## src/rtl/ram_in_loader_pkg.sv

```systemverilog
// rtl/ram_in_loader_pkg.sv - shared frame geometry and loader state encoding
package ram_in_loader_pkg;
  localparam int DEPTH_IN = 32;
  localparam int WIDTH_WR = 8;
  localparam int ADDR_W   = 5;

  typedef enum logic [1:0] {
    FILL      = 2'd0,
    START     = 2'd1,
    WAIT_DONE = 2'd2
  } state_t;
endpackage

```

## src/rtl/ram_in_loader_edge_detect_rise.sv

```systemverilog
// rtl/ram_in_loader_edge_detect_rise.sv - one-cycle pulse on a rising level
module edge_detect_rise (
  input  logic clk,
  input  logic rset,
  input  logic d,
  output logic rise
);
  logic d_q;

  always_ff @(posedge clk) begin
    if (rset) d_q <= 1'b0;
    else      d_q <= d;
  end

  assign rise = d & ~d_q;
endmodule

```

## src/rtl/ram_in_loader.sv

```systemverilog
// rtl/ram_in_loader.sv - fills the input RAM with one frame, then hands off to the transfer FSM
module ram_in_loader #(
  parameter int DEPTH_IN = ram_in_loader_pkg::DEPTH_IN,
  parameter int WIDTH_WR = ram_in_loader_pkg::WIDTH_WR
) (
  input  logic                                  clk,
  input  logic                                  rset,
  input  logic                                  s_valid,
  input  logic [WIDTH_WR-1:0]                   s_data,
  output logic                                  s_ready,
  output logic                                  ram_in_we,
  output logic [ram_in_loader_pkg::ADDR_W-1:0]  ram_in_addr_wr,
  output logic [WIDTH_WR-1:0]                   ram_in_data_wr,
  output logic                                  opmode_out,
  input  logic                                  done_in,
  output logic                                  busy,
  output logic [7:0]                            frame_cnt
);
  import ram_in_loader_pkg::*;

  state_t            state, state_nxt;
  logic [ADDR_W-1:0] idx;
  logic              accept, last_byte, done_rise, opmode_nxt;

  edge_detect_rise u_done_edge (
    .clk  (clk),
    .rset (rset),
    .d    (done_in),
    .rise (done_rise)
  );

  assign accept    = s_valid && s_ready;
  assign last_byte = (idx == ADDR_W'(DEPTH_IN - 1));

  always_ff @(posedge clk) begin
    if (rset) state <= FILL;
    else      state <= state_nxt;
  end

  // A rise coinciding with the opmode pulse cannot be a response to it, so it is ignored.
  always_comb begin
    state_nxt = state;
    unique case (state)
      FILL:      if (accept && last_byte) state_nxt = START;
      START:     state_nxt = WAIT_DONE;
      WAIT_DONE: if (done_rise && !opmode_out) state_nxt = FILL;
      default:   state_nxt = FILL;
    endcase
  end

  always_comb begin
    s_ready    = (state == FILL) && !rset;
    busy       = (state != FILL);
    opmode_nxt = (state == START);
  end

  always_ff @(posedge clk) begin
    if (rset) begin
      idx            <= '0;
      ram_in_we      <= 1'b0;
      ram_in_addr_wr <= '0;
      ram_in_data_wr <= '0;
      opmode_out     <= 1'b0;
      frame_cnt      <= 8'd0;
    end else begin
      ram_in_we  <= accept;
      opmode_out <= opmode_nxt;
      if (accept) begin
        ram_in_addr_wr <= idx;
        ram_in_data_wr <= s_data;
        idx            <= last_byte ? '0 : idx + ADDR_W'(1);
      end
      if (state == WAIT_DONE && state_nxt == FILL)
        frame_cnt <= frame_cnt + 8'd1;
    end
  end
endmodule

```

## config.mk

```make
export PLATFORM = sky130hd
export DESIGN_NAME = ram_in_loader
export DESIGN_NICKNAME = d
export VERILOG_FILES = /design/src/rtl/ram_in_loader_pkg.sv /design/src/rtl/ram_in_loader_edge_detect_rise.sv /design/src/rtl/ram_in_loader.sv
export SDC_FILE = /design/constraint.sdc
export NUM_CORES = 1
export LEC_CHECK = 0
export CORE_MARGIN = 1.5
export CORE_UTILIZATION = 46
export DETAILED_ROUTE_END_ITERATION = 10
export PLACE_DENSITY = 0.78
export SKIP_LAST_GASP = 1
export SLEW_MARGIN = 20
export SYNTH_ARGS = -nofsm -noshare
export SYNTH_HDL_FRONTEND = slang
export SYNTH_HIERARCHICAL = 1
export SYNTH_SLANG_ARGS = --single-unit
```

## constraint.sdc

```tcl
create_clock -name clk -period 2.3 [get_ports clk]
set_clock_uncertainty 0.1 [all_clocks]
set_input_delay 0.46 -clock clk [delete_from_list [all_inputs] [get_ports clk]]
set_output_delay 0.46 -clock clk [all_outputs]
set_load 0.005 [all_outputs]
```

==> images/congestion_map.png <==
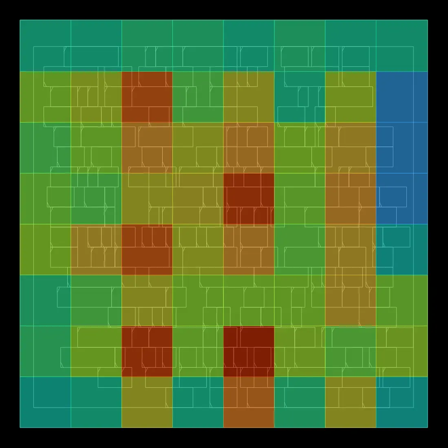
Total GRT Usage: 18.14%
met3 routing resource usage after global routing: 5.621%
detailed-route wire length per cell: 12.64 µm
met1 layer usage reported by global route: 21.89%

==> images/port_trees.png <==
Scale: 6 px per µm.
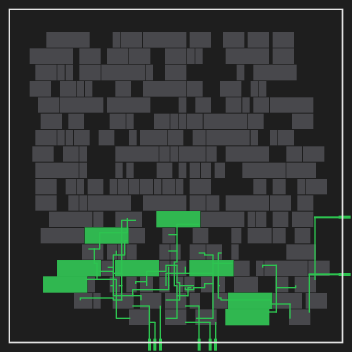
color	port	bits	direction	end cells	buffers	wire
green	`frame_cnt`	8	output	8	8	274 µm
count of pins on the block boundary: 37
number of input and output port buffers inserted: 36

==> images/pinout.png <==
Scale: 4 px per µm. Pins as bars across the die edge, other pins in gray.
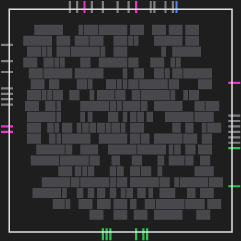
color	port	pins	direction	edge
magenta	`ram_in_addr_wr`	5	output	2 left, 2 top, 1 right
blue	`ram_in_we`	1	output	top
green	`frame_cnt`	8	output	6 bottom, 2 right
all pins by edge	13 top, 9 right, 9 left, 6 bottom

==> results.txt <==
Flow results.

- The number of fill cells in the layout is 223.
- After layout, the minimum clock period comes to 2.209 ns.
- The number of buffers and inverters on the critical path is 3.
- The clock tree from TritonCTS is done.
- Gates resized during post-CTS repair numbered 0.
- In this run the post-CTS setup repair buffer count came out at 0.
- The biggest power consumer among the groups is sequential cells.
- The startpoint-to-endpoint class of the critical path is primary input to primary output.
- The analysis attributes to cell leakage a power of 0.6834 nW.
- The number of inserted diodes is 0.
- The ratio of final minimum period to clock period is 96.05%.
- The initial antenna violation count came to 0.
- The first global-routing pass estimated 4533 µm of wire.
- The power attributed to the clock group is around 0.27 mW.
- The synthesized netlist was found by Yosys to have 142 cells.
- The number of clock buffers added by TritonCTS is 5.
- The floorplan step set the die height to around 55 µm.
- The cell count of the worst hold path is 2.
- Dividing the detail-routed via count by the number of cells gives 5.305.
- The largest driver fanout on the critical path is 3.
- The area fraction of the dominant cell type after synthesis is 49.35%.
- Looking at the clock tree report, the maximum root-to-sink buffer count equals 2.
- Compared with the post-synthesis result, the final layout area differs by 36.22%.
- The run finished with clean final reports.
- The share of flip-flops with an asynchronous set or reset after synthesis is 0%.
- The power consumption is 0.9220 mW.
- Once the floorplan was initialized, standard cells occupied 49.85% of the core.
- The timing report gives the clock slew at the launch and capture registers of the worst setup and hold paths as 0.08 ns.
- After synthesis, the cell types taking the most area are sky130_fd_sc_hd__dfxtp_1 49%, sky130_fd_sc_hd__nand2_1 9.3%, sky130_fd_sc_hd__nand3b_1 8.4%, sky130_fd_sc_hd__a21oi_1 4.8%, sky130_fd_sc_hd__ha_1 3.0%.
- The count of max-cap constraint violations is 0.
- The count of nets left with antenna violations after detail routing is 0.
- The endpoint class of the critical path is a primary output.
- Static timing analysis puts the maximum clock frequency at 0.4526 GHz.
- The floorplan has 18 rows.
- The number of warnings in the stage logs is 26.
- The synthesis log from Yosys contains 6 warnings.
- The arrival time of the worst setup path is between 1.5 and 2 ns.
- The highest supply drop recorded on VDD is 0.0003714 V.
- The net count of the mapped netlist is 157.
- The worst-case max-slew headroom was logged as 80.37%.
- Yosys mapped the design onto 29 distinct sky130hd cell types.
- The number of cell instances on the worst register-to-register path is 5.
- Per the synth stats, the flop cell with the highest instance count is sky130_fd_sc_hd__dfxtp_1.
- Summed over all nets, the switching power comes to 0.2057 mW.
- The final total negative setup slack is 0 ns.
- The share of cells above drive strength 1 is under 10%.
- Looking at the clock tree report, the root buffer type is sky130_fd_sc_hd__clkbuf_4.
- The origin of the critical flop-to-flop path is idx[0]$_SDFFE_PP0P_.
- The combinational group power is 0.0917 mW.
- For the sequential group, total power comes out at 0.560 mW.
- Yosys reports that the most numerous cell types are 31 x sky130_fd_sc_hd__dfxtp_1, 31 x sky130_fd_sc_hd__nand2_1, 14 x sky130_fd_sc_hd__nand3b_1.
- Per the log, the first TritonRoute iteration ended with a DRC count of 29.
- The core area is 2522 µm².
- The post-CTS hold buffer count recorded in the log is 0.
- The power report attributes to the clock group a share of 29.3%.
- CTS saw 31 sinks.
- The area recorded from the Yosys report for this design is 1257 µm².
cells by family after synthesis:
logic type	count (synthesis)	share of synthesized area, %
xor gates and xnor gates	1	0.6966
DFF	31	49.35
AOI/OAI and AO/OA	20	8.458
and+or+nand+nor	75	33.63
adders and majority gates	3	2.985
muxes	2	1.692
buffers and inverters	10	3.183
stage by stage:
stage | instance area, µm² | setup WS [ns] | std cells | util, % | hold WS, ns
4_1_cts | 1713 | 0.08052 | 213 | 67.91 | 0.3679
3_3_place_gp | 1672 | 0.06399 | 207 | 66.27 | 0.3519
6_report | 1713 | 0.09078 | 213 | 67.91 | 0.3611
3_5_place_dp | 1672 | 0.001882 | 207 | 66.27 | 0.3515
2_1_floorplan | 1257 | 0.5776 | 142 | - | 0.3314
5_1_grt | 1713 | 0.03238 | 213 | 67.91 | 0.3941
sequential cells by signal (all words and copies together), names as in the netlist:
name / cells
frame_cnt: 8
state: 2
opmode_out: 1
ram_in_addr_wr: 5
ram_in_data_wr: 8
idx: 5
ram_in_we: 1
u_done_edge/d_q: 1
how the worst max path moves through the flow:
stage | startpoint | to | slack, ns | cells past startpoint
2_1_floorplan | idx[0]$_SDFFE_PP0P_ | idx[3]$_SDFFE_PP0P_ | 0.58 | 5
3_3_place_gp | rset | idx[0]$_SDFFE_PP0P_ | 0.06 | 5
3_5_place_dp | rset | idx[2]$_SDFFE_PP0P_ | 0.002 | 4
4_1_cts | rset | s_ready | 0.08 | 4
5_1_grt | rset | s_ready | 0.03 | 4
6_report | rset | s_ready | 0.09 | 4
worst register-to-register path: cells and delay by family (launching register included):
| kind | cells | cell delay (ns) |
|---|---|---|
| and+or+nand+nor | 2 | 0.72 |
| DFF | 1 | 0.36 |
| adders and majority gates | 2 | 0.50 |
| AOI/OAI and AO/OA | 1 | 0.15 |
layout by cell type, fill, tap and decap left out, types with 2 or more instances in the layout:
cell                              Yosys  routed
sky130_fd_sc_hd__buf_4                0       6
sky130_fd_sc_hd__clkdlybuf4s50_1      0      36
sky130_fd_sc_hd__nor2b_4              2       2
sky130_fd_sc_hd__clkbuf_4             0       5
sky130_fd_sc_hd__or4_1                3       3
sky130_fd_sc_hd__dfxtp_1             31      31
sky130_fd_sc_hd__or3_1                4       4
sky130_fd_sc_hd__o21ai_0              5       5
sky130_fd_sc_hd__nand3b_1            14      14
sky130_fd_sc_hd__nand2_1             31      31
sky130_fd_sc_hd__inv_1                3       3
sky130_fd_sc_hd__o31ai_1              2       2
sky130_fd_sc_hd__nand3_1              5       5
sky130_fd_sc_hd__ha_1                 3       3
sky130_fd_sc_hd__a21oi_1             12      12
sky130_fd_sc_hd__nor2_1               6       6
sky130_fd_sc_hd__nand2b_1             2       2
layer usage:
metal  share of wire (%)  wire length, µm  GRT usage, %  vias to the layer above
li1                    -                -             -                      568
met1                  45             1216         21.89                      521
met2                  48             1284         29.76                       34
met3                 5.6              151         5.621                        7
met4                 1.4               39         7.666                        0
met5                   0                0             0                        -
layout make-up:
class,count,area (µm²),share of cell area [%]
repair buffers,42,405.4,23.67
well taps,30,37.54,2.191
clock buffers,6,41.29,2.411
flip-flops and latches,31,620.6,36.23
inverters,3,11.26,0.6574
multi-input cells,101,596.8,34.84
Power figures rest on the tool's default switching activity, not on a simulated workload.
